Figure 1. Metal 3.
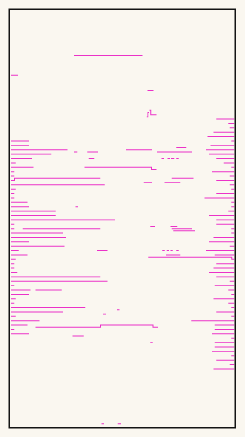
Figure 2. Ports around the boundary.
Pins as bars across the die edge, other pins in gray.
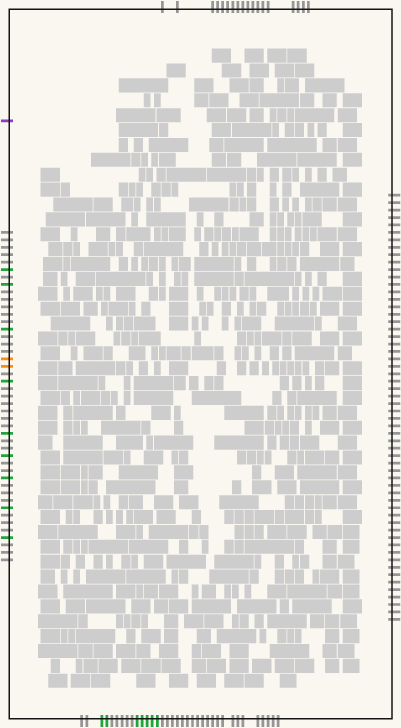
===== config.mk =====
export PLATFORM = sky130hd
export DESIGN_NAME = cr16_mem_port_flat
export DESIGN_NICKNAME = d
export VERILOG_FILES = /design/src/rtl/cr16_mem_port_if.sv /design/src/rtl/cr16_mem_port.sv /design/src/flat_wrapper.sv
export SDC_FILE = /design/constraint.sdc
export NUM_CORES = 1
export LEC_CHECK = 0
export ABC_AREA = 1
export CAP_MARGIN = 30
export CORE_ASPECT_RATIO = 2
export CORE_MARGIN = 5
export CORE_UTILIZATION = 43
export DETAILED_ROUTE_END_ITERATION = 10
export GPL_ROUTABILITY_DRIVEN = 1
export GPL_TIMING_DRIVEN = 0
export HOLD_SLACK_MARGIN = 0.12
export PLACE_DENSITY = 0.86
export SYNTH_ARGS = -nofsm -noshare
export SYNTH_HDL_FRONTEND = slang
export SYNTH_SLANG_ARGS = --single-unit

===== constraint.sdc =====
create_clock -name clk -period 2.4 [get_ports clk]
set_clock_uncertainty 0.2 [all_clocks]
set_input_delay 0.48 -clock clk [delete_from_list [all_inputs] [get_ports clk]]
set_output_delay 0.48 -clock clk [all_outputs]
set_load 0.05 [all_outputs]

===== src/rtl/cr16_mem_port_if.sv =====
// Bundle of the request-side and memory-side signals of the CR16 memory port.
// The environment (CPU control plus memory model) uses master; the port unit uses slave.
interface cr16_mem_port_if #(
    parameter int AWIDTH = 16,
    parameter int DWIDTH = 16
);
    // Handshakes: start is a one-cycle request accepted only while busy=0; once
    // mem_req is high it stays high with mem_adr/mem_we/mem_wdata stable until the
    // edge that samples mem_ack=1 (or the wait budget runs out); done pulses once
    // per accepted request, with err qualified by done.
    logic              start;
    logic [1:0]        op;
    logic [AWIDTH-1:0] addr_in;
    logic [DWIDTH-1:0] wdata_in;
    logic              mem_ack;
    logic [DWIDTH-1:0] mem_rdata;
    logic              mem_req;
    logic              mem_we;
    logic [AWIDTH-1:0] mem_adr;
    logic [DWIDTH-1:0] mem_wdata;
    logic [AWIDTH-1:0] mar_out;
    logic [DWIDTH-1:0] mdr_out;
    logic [DWIDTH-1:0] ir_out;
    logic [DWIDTH-1:0] imm_ext;
    logic              busy;
    logic              done;
    logic              err;
    logic [1:0]        fsm_state;

    modport master (
        output start, op, addr_in, wdata_in, mem_ack, mem_rdata,
        input  mem_req, mem_we, mem_adr, mem_wdata, mar_out, mdr_out, ir_out,
               imm_ext, busy, done, err, fsm_state
    );

    modport slave (
        input  start, op, addr_in, wdata_in, mem_ack, mem_rdata,
        output mem_req, mem_we, mem_adr, mem_wdata, mar_out, mdr_out, ir_out,
               imm_ext, busy, done, err, fsm_state
    );
endinterface


===== src/rtl/cr16_mem_port.sv =====
// Multicycle memory-access unit: owns MAR/MDR/IR and sequences fetch, load and
// store over a req/ack bus with a bounded wait-state budget.
module cr16_mem_port #(
    parameter int AWIDTH  = 16,
    parameter int DWIDTH  = 16,
    parameter int TIMEOUT = 16,
    parameter int CNTW    = 5
) (
    input logic            clk,
    input logic            reset,
    cr16_mem_port_if.slave bus
);
    typedef enum logic [1:0] {
        S_IDLE  = 2'd0,
        S_ISSUE = 2'd1,
        S_DONE  = 2'd2
    } state_t;

    localparam logic [1:0] OP_FETCH = 2'b00;
    localparam logic [1:0] OP_LOAD  = 2'b01;
    localparam logic [1:0] OP_STORE = 2'b10;
    localparam logic [1:0] OP_RSVD  = 2'b11;
    localparam logic [CNTW-1:0] CNT_LAST = CNTW'(TIMEOUT - 1);

    state_t            state;
    logic [AWIDTH-1:0] mar;
    logic [DWIDTH-1:0] mdr;
    logic [DWIDTH-1:0] ir;
    logic [CNTW-1:0]   cnt;
    logic [1:0]        op_q;
    logic              mem_req_q;
    logic              mem_we_q;
    logic              busy_q;
    logic              done_q;
    logic              err_q;

    always_ff @(posedge clk) begin
        if (reset) begin
            state     <= S_IDLE;
            mar       <= '0;
            mdr       <= '0;
            ir        <= '0;
            cnt       <= '0;
            op_q      <= '0;
            mem_req_q <= 1'b0;
            mem_we_q  <= 1'b0;
            busy_q    <= 1'b0;
            done_q    <= 1'b0;
            err_q     <= 1'b0;
        end else begin
            case (state)
                S_IDLE: begin
                    if (bus.start) begin
                        busy_q <= 1'b1;
                        if (bus.op == OP_RSVD) begin
                            state  <= S_DONE;
                            done_q <= 1'b1;
                            err_q  <= 1'b1;
                        end else begin
                            state     <= S_ISSUE;
                            mar       <= bus.addr_in;
                            op_q      <= bus.op;
                            cnt       <= '0;
                            mem_req_q <= 1'b1;
                            mem_we_q  <= (bus.op == OP_STORE);
                            if (bus.op == OP_STORE) mdr <= bus.wdata_in;
                        end
                    end
                end
                S_ISSUE: begin
                    // Ack wins over the timeout when both land on the same edge.
                    if (bus.mem_ack) begin
                        if (op_q == OP_FETCH) ir  <= bus.mem_rdata;
                        if (op_q == OP_LOAD)  mdr <= bus.mem_rdata;
                        state     <= S_DONE;
                        mem_req_q <= 1'b0;
                        mem_we_q  <= 1'b0;
                        done_q    <= 1'b1;
                        err_q     <= 1'b0;
                    end else begin
                        cnt <= cnt + CNTW'(1);
                        if (cnt == CNT_LAST) begin
                            state     <= S_DONE;
                            mem_req_q <= 1'b0;
                            mem_we_q  <= 1'b0;
                            done_q    <= 1'b1;
                            err_q     <= 1'b1;
                        end
                    end
                end
                S_DONE: begin
                    state  <= S_IDLE;
                    busy_q <= 1'b0;
                    done_q <= 1'b0;
                    err_q  <= 1'b0;
                end
                default: begin
                    state     <= S_IDLE;
                    mem_req_q <= 1'b0;
                    mem_we_q  <= 1'b0;
                    busy_q    <= 1'b0;
                    done_q    <= 1'b0;
                    err_q     <= 1'b0;
                end
            endcase
        end
    end

    assign bus.mem_req   = mem_req_q;
    assign bus.mem_we    = mem_we_q;
    assign bus.mem_adr   = mar;
    assign bus.mem_wdata = mdr;
    assign bus.mar_out   = mar;
    assign bus.mdr_out   = mdr;
    assign bus.ir_out    = ir;
    assign bus.imm_ext   = {{(DWIDTH-8){ir[7]}}, ir[7:0]};
    assign bus.busy      = busy_q;
    assign bus.done      = done_q;
    assign bus.err       = err_q;
    assign bus.fsm_state = state;
endmodule


===== src/flat_wrapper.sv =====
// flat-port wrapper written by rule: the top's interface ports become plain ports
module cr16_mem_port_flat 
#(
    parameter int AWIDTH  = 16,
    parameter int DWIDTH  = 16,
    parameter int TIMEOUT = 16,
    parameter int CNTW    = 5
)
  (clk, reset, bus_start, bus_op, bus_addr_in, bus_wdata_in, bus_mem_ack, bus_mem_rdata, bus_mem_req, bus_mem_we, bus_mem_adr, bus_mem_wdata, bus_mar_out, bus_mdr_out, bus_ir_out, bus_imm_ext, bus_busy, bus_done, bus_err, bus_fsm_state);
  cr16_mem_port_if #(.AWIDTH(AWIDTH), .DWIDTH(DWIDTH)) bus_i ();
  input logic clk;
  input logic reset;
  input wire logic [$bits(bus_i.start)-1:0] bus_start;
  input wire logic [$bits(bus_i.op)-1:0] bus_op;
  input wire logic [$bits(bus_i.addr_in)-1:0] bus_addr_in;
  input wire logic [$bits(bus_i.wdata_in)-1:0] bus_wdata_in;
  input wire logic [$bits(bus_i.mem_ack)-1:0] bus_mem_ack;
  input wire logic [$bits(bus_i.mem_rdata)-1:0] bus_mem_rdata;
  output wire logic [$bits(bus_i.mem_req)-1:0] bus_mem_req;
  output wire logic [$bits(bus_i.mem_we)-1:0] bus_mem_we;
  output wire logic [$bits(bus_i.mem_adr)-1:0] bus_mem_adr;
  output wire logic [$bits(bus_i.mem_wdata)-1:0] bus_mem_wdata;
  output wire logic [$bits(bus_i.mar_out)-1:0] bus_mar_out;
  output wire logic [$bits(bus_i.mdr_out)-1:0] bus_mdr_out;
  output wire logic [$bits(bus_i.ir_out)-1:0] bus_ir_out;
  output wire logic [$bits(bus_i.imm_ext)-1:0] bus_imm_ext;
  output wire logic [$bits(bus_i.busy)-1:0] bus_busy;
  output wire logic [$bits(bus_i.done)-1:0] bus_done;
  output wire logic [$bits(bus_i.err)-1:0] bus_err;
  output wire logic [$bits(bus_i.fsm_state)-1:0] bus_fsm_state;
  assign bus_i.start = bus_start;
  assign bus_i.op = bus_op;
  assign bus_i.addr_in = bus_addr_in;
  assign bus_i.wdata_in = bus_wdata_in;
  assign bus_i.mem_ack = bus_mem_ack;
  assign bus_i.mem_rdata = bus_mem_rdata;
  assign bus_mem_req = bus_i.mem_req;
  assign bus_mem_we = bus_i.mem_we;
  assign bus_mem_adr = bus_i.mem_adr;
  assign bus_mem_wdata = bus_i.mem_wdata;
  assign bus_mar_out = bus_i.mar_out;
  assign bus_mdr_out = bus_i.mdr_out;
  assign bus_ir_out = bus_i.ir_out;
  assign bus_imm_ext = bus_i.imm_ext;
  assign bus_busy = bus_i.busy;
  assign bus_done = bus_i.done;
  assign bus_err = bus_i.err;
  assign bus_fsm_state = bus_i.fsm_state;
  cr16_mem_port #(.AWIDTH(AWIDTH), .DWIDTH(DWIDTH), .TIMEOUT(TIMEOUT), .CNTW(CNTW)) u_core (.clk(clk), .reset(reset), .bus(bus_i));
endmodule

==> flow_summary.toml <==
# physical design summary
[power_and_ir_drop]
switching_share_pct = 36.6
cellPowerDensity_nw_per_um2 = 736
p_comb_share_pct = 35.9
p_int_mw = 2.33
p_clk_share_pct = 31.9
ir_drop_mv = 0.602
pwr-share-seq_pct = 32.2
leakage_nw = 2.21
p_total_mw = 3.67
p_sw_mw = 1.34

[sta]
worst_pin_slew_ps = 563
clock.fmax_mhz = 432
finalCriticalPeriod_ps = 2320
setup_violations = 0
hold_violations = 0
relSlewSlack_pct = 62.4
setup_tns_ps = 0
fin_crit_sh_pct = 96.5
drv_slew = 0
rsz0062_at_grt = "false"
setup_ws_ps = 84.6

[placed_design]
pre_cts_ws_ps = 260
portBuffers = 155
hpwl_um = 7650
gp_congestion = 0.818

[global_route]
gr-total-overflow = 0
grt_start_max_net_pins = 12
grt_pass1_vias = 3329
grt_pass1_wl_um = 15300
met3_usage_pct = 8.62
grt_usage_pct = 21.7
grt-busiest-layer = "met2"
antenna_found_initial = 0
use_met2_pct = 40.9
met1_usage_pct = 19.5

[critical_path]
cp_max_fo = 3
path_delay_family = "buffers and inverters"
crit_type = "reg2out"
slowest_delay_ps = 780
required_ps = 1720
critPathBufInv = 2
crit_slowest_cell = "clkdlybuf4s50_1"
worstSetupStartpointType = "flop"
worstReg2RegStart = "u_core.bus.fsm_state[0]"
worstSetupStartpoint = "u_core.bus.mar_out[0]"
rrSetupSlack_ps = 680
crit_chain = "buf_4, clkdlybuf4s50_1"
r2r-end = "u_core.bus.ir_out[9]"
worstRegToRegCells = 7
endpoint_kind = "primary output"
critPathArrivalTime_ps = 1640

[detailed_routing]
dr.pass1.iters = 4
drt_iter0_drc = 251
vias = 3314
wl_um = 9580
via_per_inst = 4.79
drcViolationCount = 0
ant_nets = 0
wl_per_cell_um = 13.8

[logic_synthesis]
ys_sh_xor_pct = 0.286
synth_seq_share_pct = 40.5
synth-edff-count = 0
top_cells_by_count = "nand2_1 (69), dfxtp_1 (62), nor2_1 (55)"
ys_warn_count = 0
synthArstFlopShare_pct = 0
yosysTopAreaCell = "dfxtp_1"
ys_area_sq_um = 3060
synth_top_area_share_pct = 40.5
synth_area_sq_um = 3060
ys_sh_aoi_pct = 13.4
synth_nets = 487
synth_cells = 431
ys.flop_type = "dfxtp_1"
ys_sh_simple_pct = 23.6
top_logic_kind = "simple AND/OR/NAND/NOR gates"
synthMuxAreaShare_pct = 0
most_common_cell = "nand2_1"
yosysUniqueCellTypes = 24
syn_area_per_cell_sq_um = 7.11
ys_cells = 431
numSynthFlops = 62
top_cells_by_area = "dfxtp_1 (41%), buf_4 (13%), nand2_1 (8.5%), a21oi_1 (7.2%), nor2_1 (6.7%)"
synthAdderAreaFrac_pct = 0.817

[clock_tree]
ctsResizeCount = 11
htree_levels = 3
cts_hold_buffers = 0
cts_tree = "built"
cts_root_buffer = "clkbuf_16"
cts_max_path_buffers = 2
cts_num_sinks = 62
clock.latency.late_pin_ps = 330
post_cts_buffers = 0
cts_made_buffers = 9
clk_pin_slew_ps = 50

[floorplanning]
die_w_um = 69.7
rows = 43
fp_util_pct = 44.1
die_y_um = 129
io-pin-count = 157
die_area_sq_um = 9020
core_area_sq_um = 6940

[final_layout]
fill_cells = 561
drive_gt1_share_pct = 14.8
areaGrowthSynthToFinish_pct = 62.6
nNetsFinal = 653
diodes = 0

[min_path]
hold_depth = 2
hp-start = "u_core.bus.ir_out[8]"
hp-class = "reg2reg"
holdPathEnd = "u_core.bus.ir_out[8]"

[status]
outcome = "complete, no violations"

[job]
log.warning_count = 26
drv_cap = 0
## Picture notes: Figure 1
nets with wire on the layer: 127
longest straight run: 32.0 um
wire length on this layer: 848 um
main direction: horizontal
share of all routed wire: 8.9%

## Picture notes: Figure 2
[orange] bus_fsm_state | pins: 2 | direction: output | edge: left
[green] bus_mar_out | pins: 16 | direction: output | edge: 9 left, 7 bottom
[purple] clk | pins: 1 | direction: input | edge: left
all pins by edge: 58 right, 46 left, 35 bottom, 18 top

-- through the flow --
| stage | cell area (sq um) | std cells | util (%) | hold WS [ps] |
|---|---|---|---|---|
| 6_report | 4980 | 692 | 71.8 | 249 |
| 5_1_grt | 4980 | 692 | 71.8 | 267 |
| 4_1_cts | 4980 | 692 | 71.8 | 249 |
| 3_5_place_dp | 4730 | 676 | 68.1 | 238 |
| 3_3_place_gp | 4730 | 676 | 68.1 | 232 |
| 2_1_floorplan | 3060 | 431 | - | 239 |
-- registers in the layout (all words and copies together), names as in the netlist, 2 cells and up --
name / count
u_core.cnt: 5
u_core.op_q: 2
u_core.bus.mdr_out: 16
u_core.bus.mar_out: 16
u_core.bus.ir_out: 16
u_core.bus.fsm_state: 2
-- tightest hold or removal path: stages, from the launching register on --
cell and delay [ps]:
dfxtp_1 310, inv_1 50, a21oi_1 50
-- layer usage --
layer	vias up	routed length (um)
met5	-	0
met4	0	353
met3	23	847
met2	159	5140
met1	1485	3240
li1	1647	-
-- cell families after synthesis --
group | count (synthesis)
compound gates | 81
simple gates | 168
xor+xnor | 1
flops | 62
fa+ha+maj | 2
buf+inv | 117
-- area by class of cell --
class	instances	area [sq um]	area share [%]
inverter	47	179	3.59
clock inverter	4	22.5	0.452
clock buffer	12	246	4.95
buffer	70	479	9.62
sequential	62	1240	24.9
timing repair buffer	155	1540	30.9
multi-input combinational	252	1160	23.4
tap	90	113	2.26
-- power groups by stage --
| stage | registers (mW) | clock network [mW] | logic [mW] |
|---|---|---|---|
| finish | 1.18 | 1.17 | 1.32 |
| global route | 1.19 | 1.23 | 1.40 |
| CTS | 1.18 | 1.18 | 1.33 |
| detailed placement | 1.20 | 0 | 1.33 |
| global placement | 1.20 | 0 | 1.31 |
| floorplan | 1.47 | 0 | 0.603 |
-- cells in the final DEF (no fill, tap or decap) --
master,Yosys,final
nand3_1,36,36
clkbuf_1,5,7
xor2_1,1,1
buf_2,10,10
nand2_1,69,69
o21ai_1,8,8
nand3_2,3,3
clkbuf_16,0,9
clkinvlp_4,0,1
nor2_4,2,2
inv_1,44,44
a21oi_1,44,44
nor2_1,55,55
clkbuf_2,1,1
inv_2,2,2
dfxtp_1,62,62
o21ai_2,1,1
clkbuf_8,0,1
ha_1,2,2
nand2_2,1,1
buf_1,1,1
o21ai_0,28,28
buf_4,52,52
buf_6,1,1
dlygate4sd2_1,0,11
clkinv_2,0,3
nand2_4,1,1
clkdlybuf4s50_1,0,144
inv_4,1,1
or2_0,1,1
-- worst max-delay path by stage --
stage | endpoint | slack [ps] | depth (start not counted)
6_report | bus_mem_adr[0] | 80 | 2
5_1_grt | bus_mem_adr[0] | 40 | 2
4_1_cts | bus_mem_wdata[14] | 70 | 2
3_5_place_dp | bus_imm_ext[15] | 260 | 2
3_3_place_gp | bus_imm_ext[11] | 280 | 2
2_1_floorplan | u_core.bus.mdr_out[11] | 520 | 9
Power and IR drop assume default switching activity.
